### PDN straps and rails, run 1

The bar under the picture is 50 µm long. Pins as bars on the die edge.
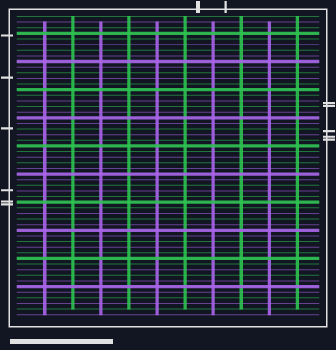
### Cell classes on the final placement, run 1

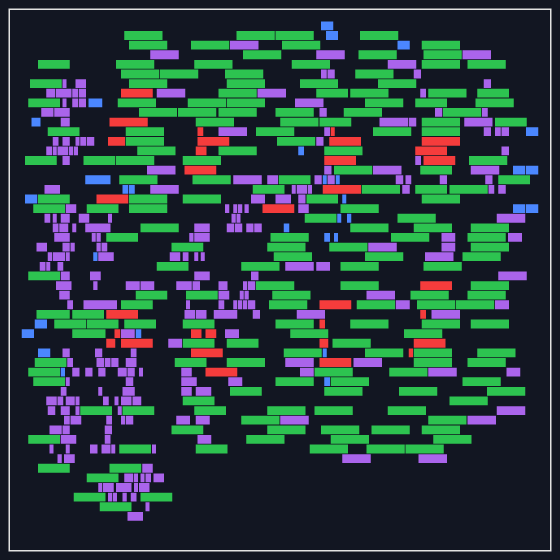
### Routed clock nets over the placement, run 1

The bar under the picture is 50 µm long.
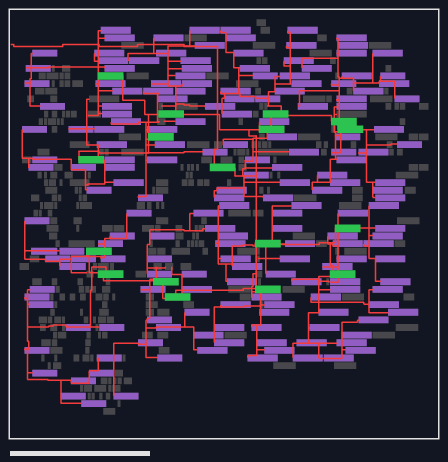
**src/rtl/uart_rx_stream.sv**
```systemverilog
// uart_rx_stream: UART byte receiver feeding a FIFO; 8N1 by default, 8E1 when VT_UART_PARITY_EN is defined.
// Latency: with an empty FIFO and the gap expired, dataReady comes 2 cycles after the cycle that samples the stop bit.
// No back-pressure: strobes are at least MIN_GAP cycles apart; a byte that reaches a full FIFO is dropped with an overflow pulse.
module uart_rx_stream #(
  parameter int CLK_FREQ   = 100_000_000,
  parameter int BAUD       = 115200,
  parameter int FIFO_DEPTH = 16,
  parameter int MIN_GAP    = 64
) (
  input  logic       clk,
  input  logic       rst,
  input  logic       rx,
  output logic [7:0] data,
  output logic       dataReady,
  output logic       overflow,
`ifdef VT_UART_PARITY_EN
  output logic       parityError,
`endif
  output logic       frameError
);

  localparam int DIV = CLK_FREQ / (BAUD * 16);
  localparam int DW  = (DIV > 1) ? $clog2(DIV) : 1;
  localparam int AW  = (FIFO_DEPTH > 1) ? $clog2(FIFO_DEPTH) : 1;
  localparam int CW  = AW + 1;
  localparam int GW  = (MIN_GAP > 1) ? $clog2(MIN_GAP) : 1;

  typedef enum logic [2:0] {IDLE, START, DATA, PARITY, STOP} state_t;

  logic          rx_meta, rx_sync;
  logic [DW-1:0] div_cnt;
  logic          tick;
  state_t        state;
  logic [3:0]    tick_cnt;
  logic [2:0]    bit_cnt;
  logic [7:0]    shreg;
  logic          bit_end, stop_hit, byte_ok, push;

  always_ff @(posedge clk or negedge rst) begin
    if (!rst) begin
      rx_meta <= 1'b1;
      rx_sync <= 1'b1;
    end else begin
      rx_meta <= rx;
      rx_sync <= rx_meta;
    end
  end

  // 16x oversample strobe; the divider is parked at zero between frames so every frame starts phase-aligned
  assign tick = (state != IDLE) && (div_cnt == DW'(DIV - 1));

  always_ff @(posedge clk or negedge rst) begin
    if (!rst)                         div_cnt <= '0;
    else if (state == IDLE || tick)   div_cnt <= '0;
    else                              div_cnt <= div_cnt + DW'(1);
  end

  assign bit_end  = tick && (tick_cnt == 4'd15);
  assign stop_hit = (state == STOP) && bit_end;

`ifdef VT_UART_PARITY_EN
  logic par_bit, par_bad;
  assign par_bad = ^{shreg, par_bit};
  assign byte_ok = rx_sync && !par_bad;
`else
  assign byte_ok = rx_sync;
`endif
  assign push = stop_hit && byte_ok;

  always_ff @(posedge clk or negedge rst) begin
    if (!rst) begin
      state      <= IDLE;
      tick_cnt   <= '0;
      bit_cnt    <= '0;
      shreg      <= '0;
      frameError <= 1'b0;
`ifdef VT_UART_PARITY_EN
      par_bit     <= 1'b0;
      parityError <= 1'b0;
`endif
    end else begin
      frameError <= 1'b0;
`ifdef VT_UART_PARITY_EN
      parityError <= 1'b0;
`endif
      if (tick) tick_cnt <= tick_cnt + 4'd1;
      case (state)
        IDLE: begin
          if (!rx_sync) begin
            state    <= START;
            tick_cnt <= '0;
          end
        end
        START: begin
          // mid-start-bit check; a high level here was only a glitch
          if (tick && tick_cnt == 4'd7) begin
            tick_cnt <= '0;
            bit_cnt  <= '0;
            state    <= rx_sync ? IDLE : DATA;
          end
        end
        DATA: begin
          if (bit_end) begin
            shreg   <= {rx_sync, shreg[7:1]};
            bit_cnt <= bit_cnt + 3'd1;
            if (bit_cnt == 3'd7) begin
`ifdef VT_UART_PARITY_EN
              state <= PARITY;
`else
              state <= STOP;
`endif
            end
          end
        end
`ifdef VT_UART_PARITY_EN
        PARITY: begin
          if (bit_end) begin
            par_bit <= rx_sync;
            state   <= STOP;
          end
        end
`endif
        STOP: begin
          if (bit_end) begin
            frameError <= !rx_sync;
`ifdef VT_UART_PARITY_EN
            parityError <= par_bad;
`endif
            state <= IDLE;
          end
        end
        default: state <= IDLE;
      endcase
    end
  end

  logic [7:0]    mem [FIFO_DEPTH];
  logic [AW-1:0] wr_ptr, rd_ptr;
  logic [CW-1:0] count;
  logic [GW-1:0] gap;
  logic          pop, full, wr_en;

  assign pop   = (count != '0) && (gap == '0);
  assign full  = (count == CW'(FIFO_DEPTH));
  // a pop in the same cycle frees the slot, so a push at full still lands
  assign wr_en = push && (!full || pop);

  always_ff @(posedge clk) begin
    if (wr_en) mem[wr_ptr] <= shreg;
  end

  always_ff @(posedge clk or negedge rst) begin
    if (!rst) begin
      wr_ptr    <= '0;
      rd_ptr    <= '0;
      count     <= '0;
      gap       <= '0;
      data      <= 8'h00;
      dataReady <= 1'b0;
      overflow  <= 1'b0;
    end else begin
      overflow  <= push && full && !pop;
      dataReady <= pop;
      if (wr_en) wr_ptr <= wr_ptr + AW'(1);
      if (pop) begin
        rd_ptr <= rd_ptr + AW'(1);
        data   <= mem[rd_ptr];
        gap    <= GW'(MIN_GAP - 1);
      end else if (gap != '0) begin
        gap <= gap - GW'(1);
      end
      if (wr_en && !pop)      count <= count + CW'(1);
      else if (!wr_en && pop) count <= count - CW'(1);
    end
  end

endmodule

```
**config.mk**
```make
export PLATFORM = sky130hd
export DESIGN_NAME = uart_rx_stream
export DESIGN_NICKNAME = d
export VERILOG_FILES = /design/src/rtl/uart_rx_stream.sv
export SDC_FILE = /design/constraint.sdc
export NUM_CORES = 1
export LEC_CHECK = 0
export CAP_MARGIN = 20
export CORE_MARGIN = 3
export CORE_UTILIZATION = 35
export DETAILED_ROUTE_END_ITERATION = 12
export GPL_TIMING_DRIVEN = 0
export PLACE_DENSITY_LB_ADDON = 0.08
export SLEW_MARGIN = 20
export SYNTH_ARGS = -nofsm -noshare
export SYNTH_HDL_FRONTEND = slang
export SYNTH_SLANG_ARGS = --single-unit
```
**constraint.sdc**
```tcl
create_clock -name clk -period 7.4 [get_ports clk]
set_input_delay 1.11 -clock clk [delete_from_list [all_inputs] [get_ports clk]]
set_output_delay 1.11 -clock clk [all_outputs]
set_load 0.05 [all_outputs]
```
==> impl_results.html, run 1 <==
<h2>Implementation results</h2>
<table>
<tr><th>Metric</th><th>Value</th></tr>
<tr><th colspan="2">Synth</th></tr>
<tr><td>FFs w/ async S/R, synth</td><td>0.304</td></tr>
<tr><td>Leading post-synthesis cells by instance count</td><td>edfxtp_1, dfrtp_1, mux4_2, nor2_1, mux2_2</td></tr>
<tr><td>Syn. warnings</td><td>0</td></tr>
<tr><td>Synthesized netlist cell count</td><td>~450</td></tr>
<tr><td>Post-synth tally of flip-flops with integrated enable</td><td>around 130</td></tr>
<tr><td>Dominant register cell in the synthesized netlist</td><td>edfxtp_1</td></tr>
<tr><td>Yosys-reported design area after synthesis</td><td>between 0.007 and 0.008 mm²</td></tr>
<tr><td>Top-count cell post-synth</td><td>edfxtp_1</td></tr>
<tr><td>Number of unique standard cell types used by synthesis</td><td>47</td></tr>
<tr><td>Total cells reported by yosys after synthesis</td><td>roughly 450</td></tr>
<tr><td>Synthesized netlist net count</td><td>approximately 470</td></tr>
<tr><td>Mapped Area</td><td>approximately 0.0075 mm²</td></tr>
<tr><td>Cell taking the most area after synthesis</td><td>edfxtp_1</td></tr>
<tr><td>#FFs+latches synth</td><td>184</td></tr>
<tr><td>Fraction of post-synthesis cell area in the top cell type by area</td><td>0.510</td></tr>
<tr><td>Area contributors post-synth</td><td>edfxtp_1, dfrtp_1, mux4_2, mux2_2, ha_1</td></tr>
<tr><td>Fraction of the yosys area taken by sequential cells</td><td>0.696</td></tr>
<tr><td>Mapped Avg Cell Area</td><td>around 17 µm²</td></tr>
<tr><th colspan="2">Power and ir drop</th></tr>
<tr><td>Leakage power</td><td>2.74 nW</td></tr>
<tr><td>PD cells</td><td>approximately 230 mW/mm²</td></tr>
<tr><td>Worst VDD drop</td><td>about 0.00015 V</td></tr>
<tr><th colspan="2">Worst setup path</th></tr>
<tr><td>Timing endpoint of the critical path</td><td>count[4]$_DFFE_PN0P_</td></tr>
<tr><td>Required time of the critical path</td><td>7.74 ns</td></tr>
<tr><td>CP Depth</td><td>11</td></tr>
<tr><td>R2R Path End</td><td>count[4]$_DFFE_PN0P_</td></tr>
<tr><td>Critical path start-end classification</td><td>reg -&gt; reg</td></tr>
<tr><td>Most used cell, CP</td><td>ha_1</td></tr>
<tr><td>Buf+Inv Stages, Crit Path</td><td>2</td></tr>
<tr><td>Slowest-stage cell, CP</td><td>a311oi_4</td></tr>
<tr><td>Startpoint type of the worst setup path</td><td>register</td></tr>
<tr><td>Dominant delay contributor by cell family on the critical path</td><td>AND-OR/OR-AND gates</td></tr>
<tr><td>Reg-to-reg slack, setup</td><td>around 4 ns</td></tr>
<tr><td>Worst R2R Start</td><td>gap[3]$_DFFE_PN0P_</td></tr>
<tr><td>Crit. Startpoint</td><td>gap[3]$_DFFE_PN0P_</td></tr>
<tr><td>Reg2reg path depth</td><td>11</td></tr>
<tr><td>Arrival time reported for the critical path endpoint</td><td>3.68 ns</td></tr>
<tr><td>Maximum net fanout on the critical path</td><td>10</td></tr>
<tr><td>Ordered list of cells on the worst path</td><td>or3_1 &gt; or2_1 &gt; buf_6 &gt; a311oi_4 &gt; ha_1 &gt; inv_1 &gt; ha_1 &gt; a21o_1 &gt; a21oi_1 &gt; mux2i_1 &gt; xnor2_1</td></tr>
<tr><td>Delay contributed by the slowest stage of the critical path</td><td>around 0.50 ns</td></tr>
<tr><td>Critical path endpoint category</td><td>register</td></tr>
<tr><th colspan="2">Global route</th></tr>
<tr><td>Number of antenna violations at the first check in global routing</td><td>0</td></tr>
<tr><td>GRT Total Usage</td><td>0.142</td></tr>
<tr><td>Remaining Overflow, GRT</td><td>0</td></tr>
<tr><td>Number of global-route vias before repair</td><td>4,127</td></tr>
<tr><td>Largest net degree at the start of global routing</td><td>37</td></tr>
<tr><td>First-pass GRT wire length</td><td>roughly 25 mm</td></tr>
<tr><th colspan="2">Finish</th></tr>
<tr><td>Synth-to-Final Area Change</td><td>14.5%</td></tr>
<tr><td>Net total in the final layout</td><td>around 500</td></tr>
<tr><td>Area used by sequential logic in the layout</td><td>around 0.0052 mm²</td></tr>
<tr><td>Ratio of cells with drive above 1 in the final layout</td><td>0.205</td></tr>
<tr><td>ANT cells</td><td>0</td></tr>
<tr><td>Area taken by multi-input logic gates</td><td>approximately 0.0021 mm²</td></tr>
<tr><td>Number of filler cells placed in the layout</td><td>around 1,900</td></tr>
<tr><th colspan="2">Final timing</th></tr>
<tr><td>Setup TNS</td><td>0 ns</td></tr>
<tr><td>RSZ-0062 raised after global routing</td><td>no</td></tr>
<tr><td>Maximum frequency from static timing analysis</td><td>299 MHz</td></tr>
<tr><td>Worst slew pin tran</td><td>0.994 ns</td></tr>
<tr><td>Fin. max-slew vios</td><td>0</td></tr>
<tr><td>Clock period minus final worst setup slack</td><td>about 3.3 ns</td></tr>
<tr><td>Worst Hold Slack</td><td>roughly 0.36 ns</td></tr>
<tr><td>Final period util</td><td>0.452</td></tr>
<tr><td>Worst slew margin</td><td>0.335</td></tr>
<tr><td>Final setup violation count</td><td>0</td></tr>
<tr><td>Hold Violations, Final</td><td>0</td></tr>
<tr><td>Worst clock skew</td><td>about 0.013 ns</td></tr>
<tr><th colspan="2">Clock network</th></tr>
<tr><td>Count of hold buffers inserted by post-cts repair</td><td>0</td></tr>
<tr><td>Clk root buf</td><td>clkbuf_16</td></tr>
<tr><td>CTS tree</td><td>done</td></tr>
<tr><td>Clock slew seen by the registers of the worst setup and hold paths</td><td>0.06 ns</td></tr>
<tr><td>Number of clock sinks</td><td>~180</td></tr>
<tr><td>Post-CTS Setup Repair Bufs</td><td>0</td></tr>
<tr><td>Number of buffers inserted during clock tree synthesis</td><td>17</td></tr>
<tr><td>Number of cells upsized or downsized after cts</td><td>0</td></tr>
<tr><td>Clock latency on the worst-skew pair</td><td>about 0.42 ns</td></tr>
<tr><td>Maximum root-to-sink buffer count</td><td>2</td></tr>
<tr><td>Number of H-tree levels</td><td>4</td></tr>
<tr><th colspan="2">Worst hold path</th></tr>
<tr><td>Worst min-delay path category</td><td>reg -&gt; reg</td></tr>
<tr><th colspan="2">Floorplanning</th></tr>
<tr><td>Vert. Die Dim</td><td>about 150 µm</td></tr>
<tr><td>Floorplan Core Area</td><td>0.0211 mm²</td></tr>
<tr><td>Die W</td><td>between 150 and 200 µm</td></tr>
<tr><td>Core utilization before placement</td><td>0.357</td></tr>
<tr><td>Die footprint</td><td>around 0.023 mm²</td></tr>
<tr><td>Number of cell rows</td><td>53</td></tr>
<tr><td>Count of pins on the block boundary</td><td>14</td></tr>
<tr><th colspan="2">Job</th></tr>
<tr><td>OpenROAD warning count</td><td>31</td></tr>
<tr><td>Number of max-cap violations</td><td>0</td></tr>
<tr><th colspan="2">Routing</th></tr>
<tr><td>Sum of met2 wire segment lengths after detailed routing</td><td>just under 8 mm</td></tr>
<tr><td>Iteration-0 DRC count of the detailed router</td><td>around 260</td></tr>
<tr><td>Uppermost layer routed</td><td>met4</td></tr>
<tr><td>Via count</td><td>between 3,000 and 4,000</td></tr>
<tr><td>Post-detailed-route count of antenna-violating nets</td><td>0</td></tr>
<tr><td>1st-pass router iterations</td><td>4</td></tr>
<tr><td>Met1 Wirelength</td><td>~7.3 mm</td></tr>
<tr><td>Residual DRC count</td><td>0</td></tr>
<tr><td>Detailed-route wire length per cell</td><td>20.6 µm</td></tr>
<tr><td>Wire length on met3</td><td>525 µm</td></tr>
<tr><td>Via density per instance</td><td>around 5.0</td></tr>
<tr><td>Detailed-route wire length</td><td>roughly 16 mm</td></tr>
<tr><th colspan="2">Placed design</th></tr>
<tr><td>DP HPWL</td><td>between 10 and 15 mm</td></tr>
<tr><td>Final GP Congestion</td><td>approximately 0.71</td></tr>
<tr><td>Count of input and output buffers</td><td>13</td></tr>
<tr><th colspan="2">Run status</th></tr>
<tr><td>Result of the run</td><td>completed</td></tr>
</table>
Notes on 'PDN straps and rails' above:
Key: green = VDD; purple = VSS
14 signal pins sit on the boundary. The core has 53 rows. 10 straps on met4. 54 met1 rails follow the rows. 10 straps on met5.

Notes on 'Cell classes on the final placement' above:
Key: red = clock drivers and dummy loads [cells 32]; blue = remaining buffers and delay cells [cells 31]; purple = combinational and other logic [cells 246]; green = sequential cells [cells 184]

Notes on 'Routed clock nets over the placement' above:
Key: red = clock wires [length 2,200 µm]; purple = flip-flops [count 184]; green = clock drivers [count 17]
There are 18 routed clock nets.

[run 1: metrics by stage]
step	cells	worst slack [ns]	total power, W	utilization	area [µm²]
floorplan	447	4.44	0.00111	-	7540
global placement	735	3.23	0.00112	0.380	8010
detailed placement	736	4.07	0.00112	0.381	8030
CTS	768	4.04	0.00205	0.409	8630
global route	768	3.79	0.00209	0.409	8630
finish	768	4.06	0.00202	0.409	8630
[run 1: cell usage in the layout (no fill, tap or decap), types with 5 or more instances in the layout]
cell type	n
nor3_1	7
o21ai_0	6
xor2_1	7
inv_1	17
and2_1	9
nor2_1	23
xnor2_1	11
nand2_1	16
edfxtp_1	128
buf_2	7
clkbuf_1	9
clkdlybuf4s50_1	12
clkbuf_16	17
a21oi_1	15
dfrtp_1	54
mux2_2	18
ha_1	16
or2_2	5
nand2b_1	6
mux4_2	32
o22ai_1	16
[run 1: cell families (layout without fill, tap and decap cells)]
family	after synthesis	count (layout)	synth area share
muxes	53	53	0.127
DFF	184	184	0.696
xor gates and xnor gates	18	18	0.0209
adders and majority gates	17	17	0.0292
AOI/OAI and AO/OA	53	53	0.0465
buffers and inverters	34	80	0.0191
and+or+nand+nor	88	88	0.0614
[run 1: state kept, by name, indices dropped and copies added, names as in the netlist]
register    flops
count           5
mem           128
byte_ok         1
bit_cnt         3
data            8
rd_ptr          4
wr_ptr          4
rx_meta         1
frameError      1
state           3
tick_cnt        4
overflow        1
shreg           8
gap             6
dataReady       1
div_cnt         6
[run 1: power breakdown]
part           internal, W  switching (W)
clock network     0.000541       0.000381
registers          0.00109    0.000000388
logic           0.00000190     0.00000650
[run 1: metal layers]
metal  up-vias  track usage
met1      2020        0.194
met3        10       0.0344
met2        49        0.232
li1       1778            -
met5         -            0
met4         0       0.0344
[run 1: worst min-delay path by stage]
stage	startpoint	endpoint	slack [ns]	cells after the start
after floorplan	rx_meta$_DFF_PN1_	byte_ok$_DFF_PN1_	0.35	0
after global placement	rx_meta$_DFF_PN1_	byte_ok$_DFF_PN1_	0.35	0
after detailed placement	rx_meta$_DFF_PN1_	byte_ok$_DFF_PN1_	0.35	0
after CTS	rx_meta$_DFF_PN1_	byte_ok$_DFF_PN1_	0.36	0
after global routing	rx_meta$_DFF_PN1_	byte_ok$_DFF_PN1_	0.36	0
final	rx_meta$_DFF_PN1_	byte_ok$_DFF_PN1_	0.36	0
[run 1: final cells by class]
cell class,count,share of cell area
clock buffer,20,0.0518
tap,275,0.0399
sequential,184,0.608
timing repair buffer,14,0.0171
multi-input combinational,229,0.249
clock inverter,12,0.0176
buffer,17,0.00928
inverter,17,0.00740
==> run 2, diff against run 1 <==
==> constraint.sdc (replaced) <==
create_clock -name clk -period 3.45 [get_ports clk]
set_input_delay 0.5175 -clock clk [delete_from_list [all_inputs] [get_ports clk]]
set_output_delay 0.5175 -clock clk [all_outputs]
set_load 0.05 [all_outputs]
### PDN straps and rails, run 2

The bar under the picture is 50 µm long. Pins as bars on the die edge.
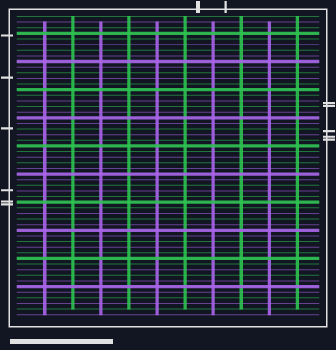
Worst VDD drop: 0.000319 V
Floorplan Core Area: 0.0211 mm²

### Cell classes on the final placement, run 2

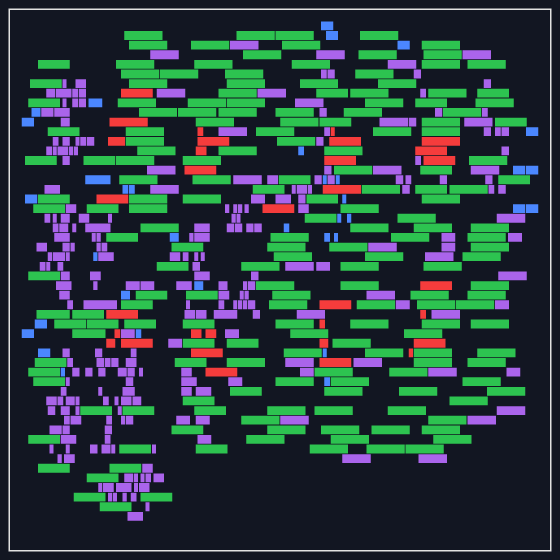
Key: purple = combinational and other logic [cells 246]; blue = remaining buffers and delay cells [cells 35]; red = clock drivers and dummy loads [cells 32]; green = sequential cells [cells 184]

==> impl_results.html, run 2 <==
<h2>Implementation results</h2>
<table>
<tr><th>Metric</th><th>Value</th></tr>
<tr><th colspan="2">Synth</th></tr>
<tr><td>Total cells reported by yosys after synthesis</td><td>447 (unchanged)</td></tr>
<tr><td>Number of unique standard cell types used by synthesis</td><td>47 (unchanged)</td></tr>
<tr><td>FFs w/ async S/R, synth</td><td>0.304 (unchanged)</td></tr>
<tr><td>Post-synth tally of flip-flops with integrated enable</td><td>128 (unchanged)</td></tr>
<tr><td>Synthesized netlist cell count</td><td>447 (unchanged)</td></tr>
<tr><td>Mapped Avg Cell Area</td><td>16.9 µm² (unchanged)</td></tr>
<tr><td>Mapped Area</td><td>0.00754 mm² (unchanged)</td></tr>
<tr><td>Synthesized netlist net count</td><td>467 (unchanged)</td></tr>
<tr><td>Top-count cell post-synth</td><td>edfxtp_1 (unchanged)</td></tr>
<tr><td>Cell taking the most area after synthesis</td><td>edfxtp_1 (unchanged)</td></tr>
<tr><td>Dominant register cell in the synthesized netlist</td><td>edfxtp_1 (unchanged)</td></tr>
<tr><td>Fraction of the yosys area taken by sequential cells</td><td>0.696 (unchanged)</td></tr>
<tr><th colspan="2">Final timing</th></tr>
<tr><td>Clock period minus final worst setup slack</td><td>3.16 ns (was 3.34 ns)</td></tr>
<tr><td>Worst slew margin</td><td>0.350 (was 0.335)</td></tr>
<tr><td>Fin. max-slew vios</td><td>0 (unchanged)</td></tr>
<tr><td>RSZ-0062 raised after global routing</td><td>no (unchanged)</td></tr>
<tr><td>Maximum frequency from static timing analysis</td><td>317 MHz (was 299 MHz)</td></tr>
<tr><td>Setup TNS</td><td>0 ns (unchanged)</td></tr>
<tr><td>Worst clock skew</td><td>0.0127 ns (was 0.0130 ns)</td></tr>
<tr><td>Worst slew pin tran</td><td>0.971 ns (was 0.994 ns)</td></tr>
<tr><td>Final setup violation count</td><td>0 (unchanged)</td></tr>
<tr><th colspan="2">Global route</th></tr>
<tr><td>Remaining Overflow, GRT</td><td>0 (unchanged)</td></tr>
<tr><td>Number of antenna violations at the first check in global routing</td><td>0 (unchanged)</td></tr>
<tr><td>Largest net degree at the start of global routing</td><td>37 (unchanged)</td></tr>
<tr><th colspan="2">Finish</th></tr>
<tr><td>Dominant logic cell type in the layout</td><td>edfxtp_1 (unchanged)</td></tr>
<tr><td>Net total in the final layout</td><td>504 (was 500)</td></tr>
<tr><td>Number of filler cells placed in the layout</td><td>1,934 (was 1,936)</td></tr>
<tr><td>Ratio of cells with drive above 1 in the final layout</td><td>0.209 (was 0.205)</td></tr>
<tr><td>Final instance area</td><td>0.00866 mm² (was 0.00863 mm²)</td></tr>
<tr><th colspan="2">Routing</th></tr>
<tr><td>Via count</td><td>3,893 (was 3,857)</td></tr>
<tr><td>1st-pass router iterations</td><td>4 (unchanged)</td></tr>
<tr><td>Iteration-0 DRC count of the detailed router</td><td>225 (was 258)</td></tr>
<tr><td>Detailed-route wire length</td><td>15.9 mm (was 15.8 mm)</td></tr>
<tr><td>Residual DRC count</td><td>0 (unchanged)</td></tr>
<tr><td>Post-detailed-route count of antenna-violating nets</td><td>0 (unchanged)</td></tr>
<tr><td>Detailed-route wire length per cell</td><td>20.6 µm (about the same)</td></tr>
<tr><th colspan="2">Placed design</th></tr>
<tr><td>Count of input and output buffers</td><td>13 (unchanged)</td></tr>
<tr><td>Final GP Congestion</td><td>0.714 (unchanged)</td></tr>
<tr><td>DP HPWL</td><td>10.1 mm (unchanged)</td></tr>
<tr><th colspan="2">Worst setup path</th></tr>
<tr><td>Crit. Startpoint</td><td>gap[3]$_DFFE_PN0P_ (unchanged)</td></tr>
<tr><td>Ordered list of cells on the worst path</td><td>or3_1 &gt; or2_1 &gt; buf_6 &gt; a311oi_4 &gt; buf_4 &gt; ha_1 &gt; inv_1 &gt; ha_1 &gt; a21o_1 &gt; a21oi_1 &gt; mux2i_1 &gt; xnor2_1 (was or3_1 &gt; or2_1 &gt; buf_6 &gt; a311oi_4 &gt; ha_1 &gt; inv_1 &gt; ha_1 &gt; a21o_1 &gt; a21oi_1 &gt; mux2i_1 &gt; xnor2_1)</td></tr>
<tr><td>Arrival time reported for the critical path endpoint</td><td>3.50 ns (was 3.68 ns)</td></tr>
<tr><td>Critical path endpoint category</td><td>register (unchanged)</td></tr>
<tr><td>Required time of the critical path</td><td>3.80 ns (was 7.74 ns)</td></tr>
<tr><td>Maximum net fanout on the critical path</td><td>10 (unchanged)</td></tr>
<tr><td>Delay contributed by the slowest stage of the critical path</td><td>0.41 ns (was 0.50 ns)</td></tr>
<tr><td>Worst R2R Start</td><td>gap[3]$_DFFE_PN0P_ (unchanged)</td></tr>
<tr><td>R2R Path End</td><td>count[4]$_DFFE_PN0P_ (unchanged)</td></tr>
<tr><td>Reg2reg path depth</td><td>12 (was 11)</td></tr>
<tr><td>Slowest-stage cell, CP</td><td>dfrtp_1 (was a311oi_4)</td></tr>
<tr><th colspan="2">Run status</th></tr>
<tr><td>Result of the run</td><td>completed (unchanged)</td></tr>
<tr><th colspan="2">Power and ir drop</th></tr>
<tr><td>Clock power frac</td><td>0.456 (about the same)</td></tr>
<tr><td>Leakage power</td><td>2.76 nW (was 2.74 nW)</td></tr>
<tr><td>PD cells</td><td>501 mW/mm² (was 234 mW/mm²)</td></tr>
<tr><td>Cell internal power dissipation</td><td>0.00351 W (was 0.00163 W)</td></tr>
<tr><td>Power dissipated by switching net loads</td><td>0.000835 W (was 0.000388 W)</td></tr>
<tr><td>Switching share of total power</td><td>0.192 (about the same)</td></tr>
<tr><th colspan="2">Clock network</th></tr>
<tr><td>Number of cells upsized or downsized after cts</td><td>0 (unchanged)</td></tr>
<tr><td>Number of clock sinks</td><td>184 (unchanged)</td></tr>
<tr><td>Number of buffers inserted during clock tree synthesis</td><td>17 (unchanged)</td></tr>
<tr><td>Number of H-tree levels</td><td>4 (unchanged)</td></tr>
<tr><td>Clock latency on the worst-skew pair</td><td>0.43 ns (was 0.42 ns)</td></tr>
<tr><td>Clk root buf</td><td>clkbuf_16 (unchanged)</td></tr>
<tr><td>Clock slew seen by the registers of the worst setup and hold paths</td><td>0.06 ns (about the same)</td></tr>
<tr><th colspan="2">Floorplanning</th></tr>
<tr><td>Core utilization before placement</td><td>0.357 (unchanged)</td></tr>
<tr><th colspan="2">Worst hold path</th></tr>
<tr><td>Worst min-delay path category</td><td>reg -&gt; reg (unchanged)</td></tr>
<tr><th colspan="2">Job</th></tr>
<tr><td>Number of max-cap violations</td><td>0 (unchanged)</td></tr>
</table>
==> run 2: cell counts after synthesis <==
No cell type changed its count.
==> run 2: what timing repair did <==
| action | CTS | global route |
|---|---|---|
| buffers inserted | 0 | 3 |
| hold buffers | 1 | 0 |
| endpoints found under the setup margin | 0 | 1 |
| endpoints found under the hold margin | 18 | 0 |
==> run 2: logic make-up after synthesis <==
family          count (synthesis)  share of synthesized area
flops                         184                      0.696
simple gates                   88                     0.0614
compound gates                 53                     0.0465
mux                            53                      0.127
buf+inv                        34                     0.0191
xor+xnor                       18                     0.0209
fa+ha+maj                      17                     0.0292
==> run 2: how the worst max path moves through the flow <==
stage,cells after the start,slack [ns],endpoint
floorplan,11,0.49,count[4]$_DFFE_PN0P_
global placement,1,-0.13,data[4]$_DFFE_PN0P_
detailed placement,11,0.12,count[4]$_DFFE_PN0P_
CTS,11,0.09,count[4]$_DFFE_PN0P_
global route,13,0.03,count[4]$_DFFE_PN0P_
finish,12,0.29,count[4]$_DFFE_PN0P_
==> run 2: per-layer routing <==
metal / up-vias / share of wire / global-route usage
met1: 2040 / 0.45 / 0.194
met4: 0 / 0.011 / 0.0344
met5: - / 0 / 0
li1: 1787 / - / -
met2: 55 / 0.50 / 0.232
met3: 11 / 0.035 / 0.0344
==> run 2: per-stage QoR <==
step / instances / hold slack, ns
after global placement: 735 / 0.346
after global routing: 772 / 0.363
after CTS: 769 / 0.360
final: 772 / 0.358
after floorplan: 447 / 0.222
after detailed placement: 736 / 0.351
==> run 2: final cells by class <==
| type | count | area [µm²] | share of cell area |
|---|---|---|---|
| plain buffers | 17 | 80.1 | 0.00925 |
| repair buffers | 18 | 180 | 0.0208 |
| flip-flops and latches | 184 | 5250 | 0.606 |
| inverters | 17 | 63.8 | 0.00737 |
| clock buffers | 20 | 447 | 0.0516 |
| clock inverters | 12 | 151 | 0.0175 |
| multi-input cells | 229 | 2140 | 0.248 |
| well taps | 275 | 344 | 0.0397 |
==> run 2: power by group through the flow <==
stage	registers (W)	clock network (W)	logic, W
6_report	0.00234	0.00198	0.0000189
5_1_grt	0.00234	0.00211	0.0000221
4_1_cts	0.00234	0.00203	0.0000207
3_5_place_dp	0.00239	0	0.0000202
3_3_place_gp	0.00239	0	0.0000167
2_1_floorplan	0.00239	0	0.0000000180
Power and IR drop assume default switching activity.
